--- src/rtl/mux_sched_pkg.sv ---
// Shared types and constants for the round-robin 4:1 mux scheduler.
package mux_sched_pkg;

  localparam int N_REQ = 4;

  typedef enum logic [1:0] {
    IDLE  = 2'd0,
    ARB   = 2'd1,
    DWELL = 2'd2
  } state_t;

endpackage

--- src/rtl/mux_rr_sched_rr_pick.sv ---
// Rotated priority search: first set request strictly after 'last', wrapping,
// with 'last' itself checked at lowest priority.
module rr_pick
  import mux_sched_pkg::*;
(
  input  logic [N_REQ-1:0] req,
  input  logic [1:0]       last,
  output logic [1:0]       winner,
  output logic             found
);

  // Walk offsets from farthest to nearest so the nearest hit is assigned last.
  always_comb begin
    winner = last;
    found  = 1'b0;
    for (int k = N_REQ; k >= 1; k--) begin
      if (req[2'(last + 2'(k))]) begin
        winner = 2'(last + 2'(k));
        found  = 1'b1;
      end
    end
  end

endmodule

--- src/rtl/mux_rr_sched.sv ---
// Round-robin scheduler owning a shared 4:1 mux: timed or manual-step grant
// rotation with hold, early release on request drop, and a registered mux output.
module mux_rr_sched #(
  parameter int DWELL_W = 8,
  parameter int N_REQ   = 4
) (
  input  logic               clk,
  input  logic               rst,
  input  logic [N_REQ-1:0]   req,
  input  logic [N_REQ-1:0]   data_in,
  input  logic               auto_en,
  input  logic               hold,
  input  logic               step,
  input  logic [DWELL_W-1:0] dwell_cfg,
  output logic [1:0]         sel,
  output logic [N_REQ-1:0]   grant,
  output logic               grant_valid,
  output logic               y
);
  import mux_sched_pkg::*;

  state_t               state_reg, state_next;
  logic [1:0]           sel_reg, sel_next;
  logic [N_REQ-1:0]     grant_reg, grant_next;
  logic                 gv_reg, gv_next;
  logic                 y_reg, y_next;
  logic [DWELL_W-1:0]   cnt_reg, cnt_next;
  logic                 step_q_reg;
  logic [1:0]           last_reg, last_next;

  logic [1:0]           winner;
  logic                 found;
  logic                 step_rise;
  logic                 end_grant;

  rr_pick u_pick (
    .req    (req),
    .last   (last_reg),
    .winner (winner),
    .found  (found)
  );

  assign step_rise = step & ~step_q_reg;

  always_comb begin
    state_next = state_reg;
    sel_next   = sel_reg;
    grant_next = grant_reg;
    gv_next    = gv_reg;
    cnt_next   = cnt_reg;
    last_next  = last_reg;
    end_grant  = 1'b0;

    case (state_reg)
      IDLE: begin
        if (|req) state_next = ARB;
      end
      ARB: begin
        if (found) begin
          state_next         = DWELL;
          sel_next           = winner;
          grant_next         = '0;
          grant_next[winner] = 1'b1;
          gv_next            = 1'b1;
          last_next          = winner;
          cnt_next           = dwell_cfg;
        end else begin
          state_next = IDLE;
        end
      end
      DWELL: begin
        // Losing the owner's request beats hold; hold beats both timer and step.
        if (!req[sel_reg]) begin
          end_grant = 1'b1;
        end else if (hold) begin
          end_grant = 1'b0;
        end else if (auto_en) begin
          if (cnt_reg == '0) end_grant = 1'b1;
          else               cnt_next  = cnt_reg - DWELL_W'(1);
        end else if (step_rise) begin
          end_grant = 1'b1;
        end

        if (end_grant) begin
          state_next = (|req) ? ARB : IDLE;
          grant_next = '0;
          gv_next    = 1'b0;
        end
      end
      default: begin
        state_next = IDLE;
        grant_next = '0;
        gv_next    = 1'b0;
      end
    endcase

    y_next = (state_next == DWELL) ? data_in[sel_next] : 1'b0;
  end

  always_ff @(posedge clk or negedge rst) begin
    if (!rst) begin
      state_reg  <= IDLE;
      sel_reg    <= 2'd0;
      grant_reg  <= '0;
      gv_reg     <= 1'b0;
      y_reg      <= 1'b0;
      cnt_reg    <= '0;
      step_q_reg <= 1'b0;
      last_reg   <= 2'd3;
    end else begin
      state_reg  <= state_next;
      sel_reg    <= sel_next;
      grant_reg  <= grant_next;
      gv_reg     <= gv_next;
      y_reg      <= y_next;
      cnt_reg    <= cnt_next;
      step_q_reg <= step;
      last_reg   <= last_next;
    end
  end

  assign sel         = sel_reg;
  assign grant       = grant_reg;
  assign grant_valid = gv_reg;
  assign y           = y_reg;

endmodule

--- config.mk ---
export PLATFORM = sky130hd
export DESIGN_NAME = mux_rr_sched
export DESIGN_NICKNAME = d
export VERILOG_FILES = /design/src/rtl/mux_sched_pkg.sv /design/src/rtl/mux_rr_sched_rr_pick.sv /design/src/rtl/mux_rr_sched.sv
export SDC_FILE = /design/constraint.sdc
export NUM_CORES = 1
export LEC_CHECK = 0
export CAP_MARGIN = 20
export CORE_UTILIZATION = 50
export DETAILED_ROUTE_END_ITERATION = 8
export PLACE_DENSITY = 0.85
export SLEW_MARGIN = 10
export SYNTH_ARGS = -nofsm -noshare
export SYNTH_HDL_FRONTEND = slang
export SYNTH_HIERARCHICAL = 1
export SYNTH_SLANG_ARGS = --single-unit
--- constraint.sdc ---
create_clock -name clk -period 2.25 [get_ports clk]
set_input_delay 0.45 -clock clk [delete_from_list [all_inputs] [get_ports clk]]
set_output_delay 0.45 -clock clk [all_outputs]
set_load 0.01 [all_outputs]
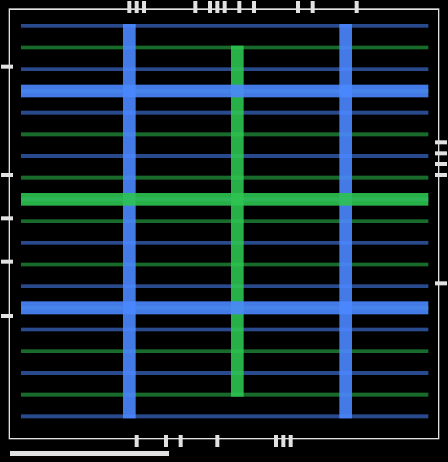
Fig. 1. PDN straps and rails (run 1).
Bar = 20 um. Pins as bars on the die edge.
Key: VSS = blue; VDD = green
19 met1 rails follow the rows. 29 signal pins sit on the boundary. 3 straps on met4. The core has 18 rows. 3 straps on met5.

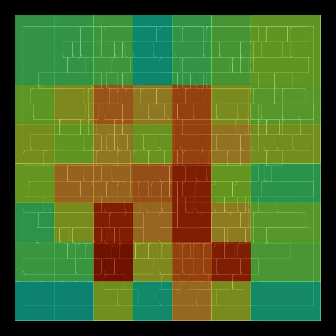
Fig. 2. Routing congestion (run 1).
met2 Resource Use GR: 39.5%
average wire per cell in the routed design: 14.5 um
final design utilization: 70.6%
global routing met1 resource utilization: 32.8%

==> out/metrics.json, run 1 <==
{
  "regToRegStartpoint": "last_reg[1]$_DFFE_PN1P_",
  "warnings": 28,
  "setup_violations": 0,
  "drive_above_1_share_pct": 14.4,
  "crit_path_cell_trace": "clkdlybuf4s50_1 > or4_4 > and3b_2 > buf_6 > mux2_2 > mux4_2 > a21boi_1",
  "slowest_delay_ps": 440,
  "top_area_share_pct": 35.6,
  "worst-r2r-cell-count": 6,
  "largest_reg_flops": 8,
  "critPathMaxFanout": 8,
  "post-cts-setup-buffer-count": 0,
  "finalMaxSlewViolations": 0,
  "grt_start_max_net_pins": 22,
  "reg2reg_slack_ps": 270,
  "hold-worst-slack_ps": 470,
  "post_synth_and_or_nand_nor_area_fraction_pct": 21.1,
  "critPathRequiredTime_ps": 2450,
  "hpwl_um": 2440,
  "synth.lib_cells_used.distinct": 50,
  "totalWireLength_um": 3140,
  "detail_route.drc_violations": 0,
  "dr_wl_met3_um": 193,
  "timing.max_cap.violations": 0,
  "relSlewSlack_pct": 61.3,
  "grt.busiest_layer": "met2",
  "setup_total_negative_slack_ps": 0,
  "synth_top_cell_by_count": "dfrtp_1",
  "fin_worst_skew_ps": 5.20,
  "syn2layout_area_growth_pct": 32.1,
  "routed.top_layer": "met4",
  "critical_path.top_delay_family": "simple AND/OR/NAND/NOR gates",
  "reg2reg_to": "y$_DFF_PN0_",
  "power.ir.vdd_worst_uv": 770,
  "synthAdderAreaFrac_pct": 1.87,
  "power_w": 0.00211,
  "chipArea_sq_um": 2880,
  "cts_tree": "done",
  "clock.latency.late_pin_ps": 300,
  "detailroute.wirelength.met2_um": 1510,
  "initial_antenna_violation_count": 0,
  "synth.yosys.chip_area_sq_um": 1340,
  "top_cells_by_area": "dfrtp_1 36%, a21oi_1 4.5%, dfstp_2 3.9%",
  "floorplan.nets": 169,
  "synth_area_per_cell_sq_um": 9.14,
  "drt_pre_antenna_iters": 4,
  "hp-class": "in -> async",
  "tritoncts.num_buffers": 3,
  "clkSinkCount": 21,
  "drt-vias-per-instance": 6.03,
  "synth.cells.most_frequent": "19 x dfrtp_1, 14 x inv_1, 13 x nand2_1, 12 x a21oi_1, 10 x nor2_1",
  "clk_transition_reported_paths_ps": 120,
  "die_w_um": 53.7,
  "run_status": "complete, no violations",
  "critical_path.slowest_cell": "or4_4",
  "cellLeakagePower_nw": 0.752,
  "finalWorstPathRequiredPeriod_ps": 2210,
  "clk_root_buffer_cell": "clkbuf_4",
  "core_area_sq_um": 2500
}
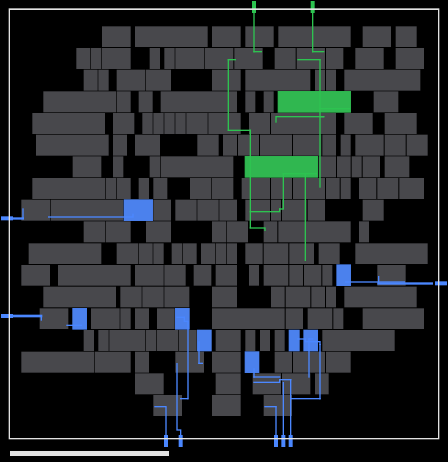
Fig. 3. Port wiring (run 1).
Bar = 20 um.
Key: `sel` = green [bits 2, direction output, edge top, end cells 2, wire 92.6 um]; `dwell_cfg` = blue [bits 8, direction input, edge 5 bottom, 2 left, 1 right, end cells 8, wire 111 um]

==> run 1: stage by stage <==
stage	instance area (sq um)	std cells	util (%)	setup slack, ps
after CTS	1750	217	70.1	32.7
after global placement	1730	213	69.1	-361
final	1760	217	70.6	44.8
after floorplan	1340	146	-	-23.7
after global routing	1760	217	70.6	14.1
after detailed placement	1730	213	69.1	-392
==> run 1: power by group <==
part           switching, W  internal (W)
logic              0.000562      0.000585
clock network      0.000112     0.0000663
registers          0.000224      0.000558
==> run 1: cell type report <==
cell class,instances,area (sq um)
Timing Repair Buffer,42,385
Clock buffer,3,22.5
Fill cell,191,736
Inverter,14,52.6
Clock inverter,1,5.00
Multi-Input combinational cell,106,733
Sequential cell,21,528
Tap cell,30,37.5
Fig. 4: run 1, cell density map
Bar = 20 um. 11 x 11 tiles, from black (low) to pale yellow (high), 0 to 100% covered.
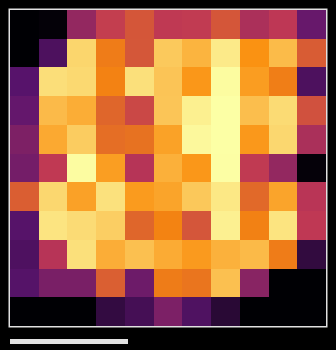

==> run 2: changes to the inputs <==
PLACE_DENSITY = 0.87   (was 0.85)
TNS_END_PERCENT = 20   (was not set)
clock period = 2.2 ns   (was 2.25 ns; I/O delays follow)
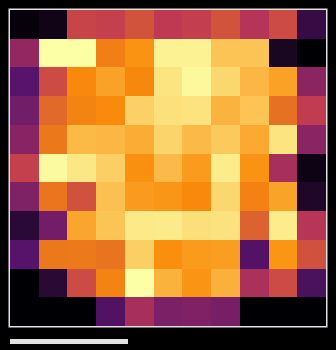
Fig. 5. Cell density map (run 2).
Bar = 20 um. 11 x 11 tiles, from black (low) to pale yellow (high), 0 to 100% covered.
7.4% of the tiles are nearly empty. The fullest tile reaches 100%. The emptiest ninth of the die: lower left. The mean over all tiles is 62%. 46% of the tiles are over 75% full.

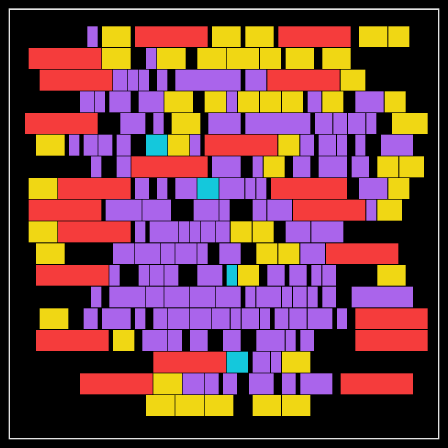
Fig. 6. Cells coloured by class (run 2).
Key: flip-flops = red [cells 21, share of their area 30%]; clock drivers and dummy loads = cyan [cells 4, share of their area 1.5%]; other buffers and delay cells = yellow [cells 48, share of their area 24%]; all other logic = purple [cells 120, share of their area 44%]

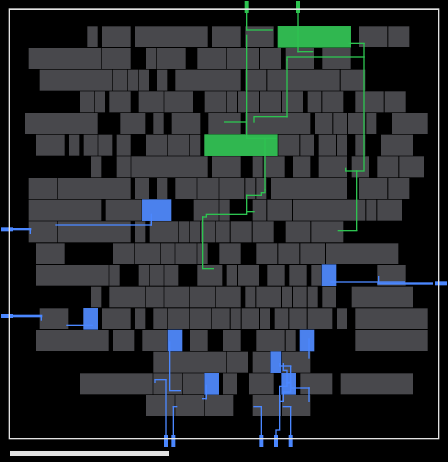
Fig. 7. Port wiring (run 2).
Bar = 20 um.
Key: `sel` = green [bits 2, direction output, edge top, end cells 2, wire 110 um]; `dwell_cfg` = blue [bits 8, direction input, edge 5 bottom, 2 left, 1 right, end cells 8, wire 97.5 um]

==> out/metrics.json, run 2 <==
{
  "run_status": "complete, no violations",
  "largest_reg_flops": {"value": 8, "change": "unchanged"},
  "nFillCells": {"value": 182, "change": "-4.7%"},
  "final_cells": {"value": 223, "change": "+2.8%"},
  "drt_pre_antenna_iters": {"value": 4, "change": "unchanged"},
  "crit_path_cell_trace": "dlygate4sd2_1 > or4_4 > and3b_2 > mux2i_4 > mux4_2 > a21boi_1",
  "critical_path.slowest_cell": "or4_4",
  "synth_area_per_cell": {"value": 9.14, "unit": "sq um", "change": "unchanged"},
  "pg_clk": {"value": 0.000190, "unit": "W", "change": "+7%"},
  "power.share.clock": {"value": 8.2, "unit": "%", "change": "-0.3 points"},
  "hp-class": "in -> async",
  "regToRegStartpoint": "last_reg[1]$_DFFE_PN1P_",
  "power.share.switching": {"value": 42.4, "unit": "%", "change": "-0.19 points"},
  "post_dp_cell_area": {"value": 1730, "unit": "sq um", "change": "+0.43%"},
  "p_int": {"value": 0.00133, "unit": "W", "change": "+9.9%"},
  "reg2reg_slack": {"value": 220, "unit": "ps", "change": "-50 ps"},
  "power_sequential": {"value": 0.000812, "unit": "W", "change": "+3.8%"},
  "critical_path.top_delay_family": "simple AND/OR/NAND/NOR gates",
  "cts_tree": "done",
  "power.ir.vdd_worst": {"value": 810, "unit": "uV", "change": "+5.2%"},
  "reg2reg_to": "y$_DFF_PN0_",
  "clk_transition_reported_paths": {"value": 120, "unit": "ps", "change": "about the same"},
  "detail_route.drc_violations": {"value": 0, "change": "unchanged"},
  "clockNetworkAreaShare": {"value": 1.45, "unit": "%", "change": "-0.11 points"},
  "drt-wirelength-per-cell": {"value": 15.6, "unit": "um", "change": "+7.6%"},
  "fin_worst_skew": {"value": 6.94, "unit": "ps", "change": "+1.74 ps"},
  "final_util": {"value": 72.4, "unit": "%", "change": "+1.9 points"},
  "nonClkBufAreaFrac": {"value": 23.9, "unit": "%", "change": "+2.1 points"},
  "seq_area_share": {"value": 29.2, "unit": "%", "change": "-0.77 points"},
  "dpl.cell_count": {"value": 214, "change": "+0.47%"},
  "netSwitchingPower": {"value": 0.000979, "unit": "W", "change": "+9.1%"},
  "setup_violations": {"value": 0, "change": "unchanged"},
  "final_setup_margin": {"value": 77.7, "unit": "ps", "change": "+32.9 ps"},
  "p_comb_share": {"value": 56.6, "unit": "%", "change": "+2.2 points"},
  "initial_antenna_violation_count": {"value": 0, "change": "unchanged"},
  "nonClockBufferCount": {"value": 48, "change": "+14%"},
  "core_area": {"value": 2500, "unit": "sq um", "change": "unchanged"},
  "detailroute.wirelength.met2": {"value": 1640, "unit": "um", "change": "+8.2%"},
  "area.combinational": {"value": 733, "unit": "sq um", "change": "unchanged"},
  "slowest_delay": {"value": 540, "unit": "ps", "change": "+100 ps"},
  "synth.yosys.chip_area": {"value": 1340, "unit": "sq um", "change": "unchanged"},
  "clock.latency.late_pin": {"value": 310, "unit": "ps", "change": "about the same"},
  "synthAdderAreaFrac": {"value": 1.87, "unit": "%", "change": "unchanged"},
  "pwr.group.combinational": {"value": 0.00131, "unit": "W", "change": "+10%"},
  "n_all_inverters": {"value": 14, "change": "unchanged"},
  "hpwl": {"value": 2530, "unit": "um", "change": "+3.7%"},
  "chipArea": {"value": 2880, "unit": "sq um", "change": "unchanged"},
  "global_route.usage.met2": {"value": 40.9, "unit": "%", "change": "+1.4 points"},
  "hold-worst-slack": {"value": 456, "unit": "ps", "change": "-14.2 ps"},
  "critPathRequiredTime": {"value": 2410, "unit": "ps", "change": "-40 ps"},
  "top_cells_by_area": "dfrtp_1 36%, a21oi_1 4.5%, dfstp_2 3.9%",
  "drive_above_1_share": {"value": 16.6, "unit": "%", "change": "+2.1 points"},
  "postLayoutCellArea": {"value": 1810, "unit": "sq um", "change": "+2.6%"},
  "tritoncts.num_buffers": {"value": 3, "change": "unchanged"},
  "clock_buffers": {"value": 4, "change": "+1"},
  "power": {"value": 0.00231, "unit": "W", "change": "+9.6%"},
  "timing.max_cap.violations": {"value": 0, "change": "unchanged"},
  "finalMaxSlewViolations": {"value": 0, "change": "unchanged"},
  "dr_wl_met3": {"value": 263, "unit": "um", "change": "+36%"},
  "synth.lib_cells_used.distinct": {"value": 50, "change": "unchanged"},
  "dp_slack": {"value": -427, "unit": "ps", "change": "-35.2 ps"},
  "setup_total_negative_slack": {"value": 0, "unit": "ps", "change": "unchanged"},
  "flop_area": {"value": 528, "unit": "sq um", "change": "unchanged"}
}
run 2: worst min-delay path by stage:
stage                                    endpoint  slack [ps]                     from  cells past startpoint
after CTS                  state_reg[0]$_DFF_PN0_         460                      rst                      2
after floorplan            cnt_reg[0]$_DFFE_PN0P_         140                      rst                      0
after global placement    last_reg[0]$_DFFE_PN1P_         470  last_reg[0]$_DFFE_PN1P_                      2
after global routing       state_reg[0]$_DFF_PN0_         470                      rst                      2
final                      state_reg[0]$_DFF_PN0_         460                      rst                      2
after detailed placement  last_reg[0]$_DFFE_PN1P_         480  last_reg[0]$_DFFE_PN1P_                      2
run 2: repair_timing:
action | in CTS | in global routing
pin swaps | 1 | 1
hold endpoints to repair | 0 | 0
buffers inserted | 5 | 0
endpoints found under the setup margin | 1 | 1
gates resized | 4 | 3
Power figures rest on the tool's default switching activity, not on a simulated workload.
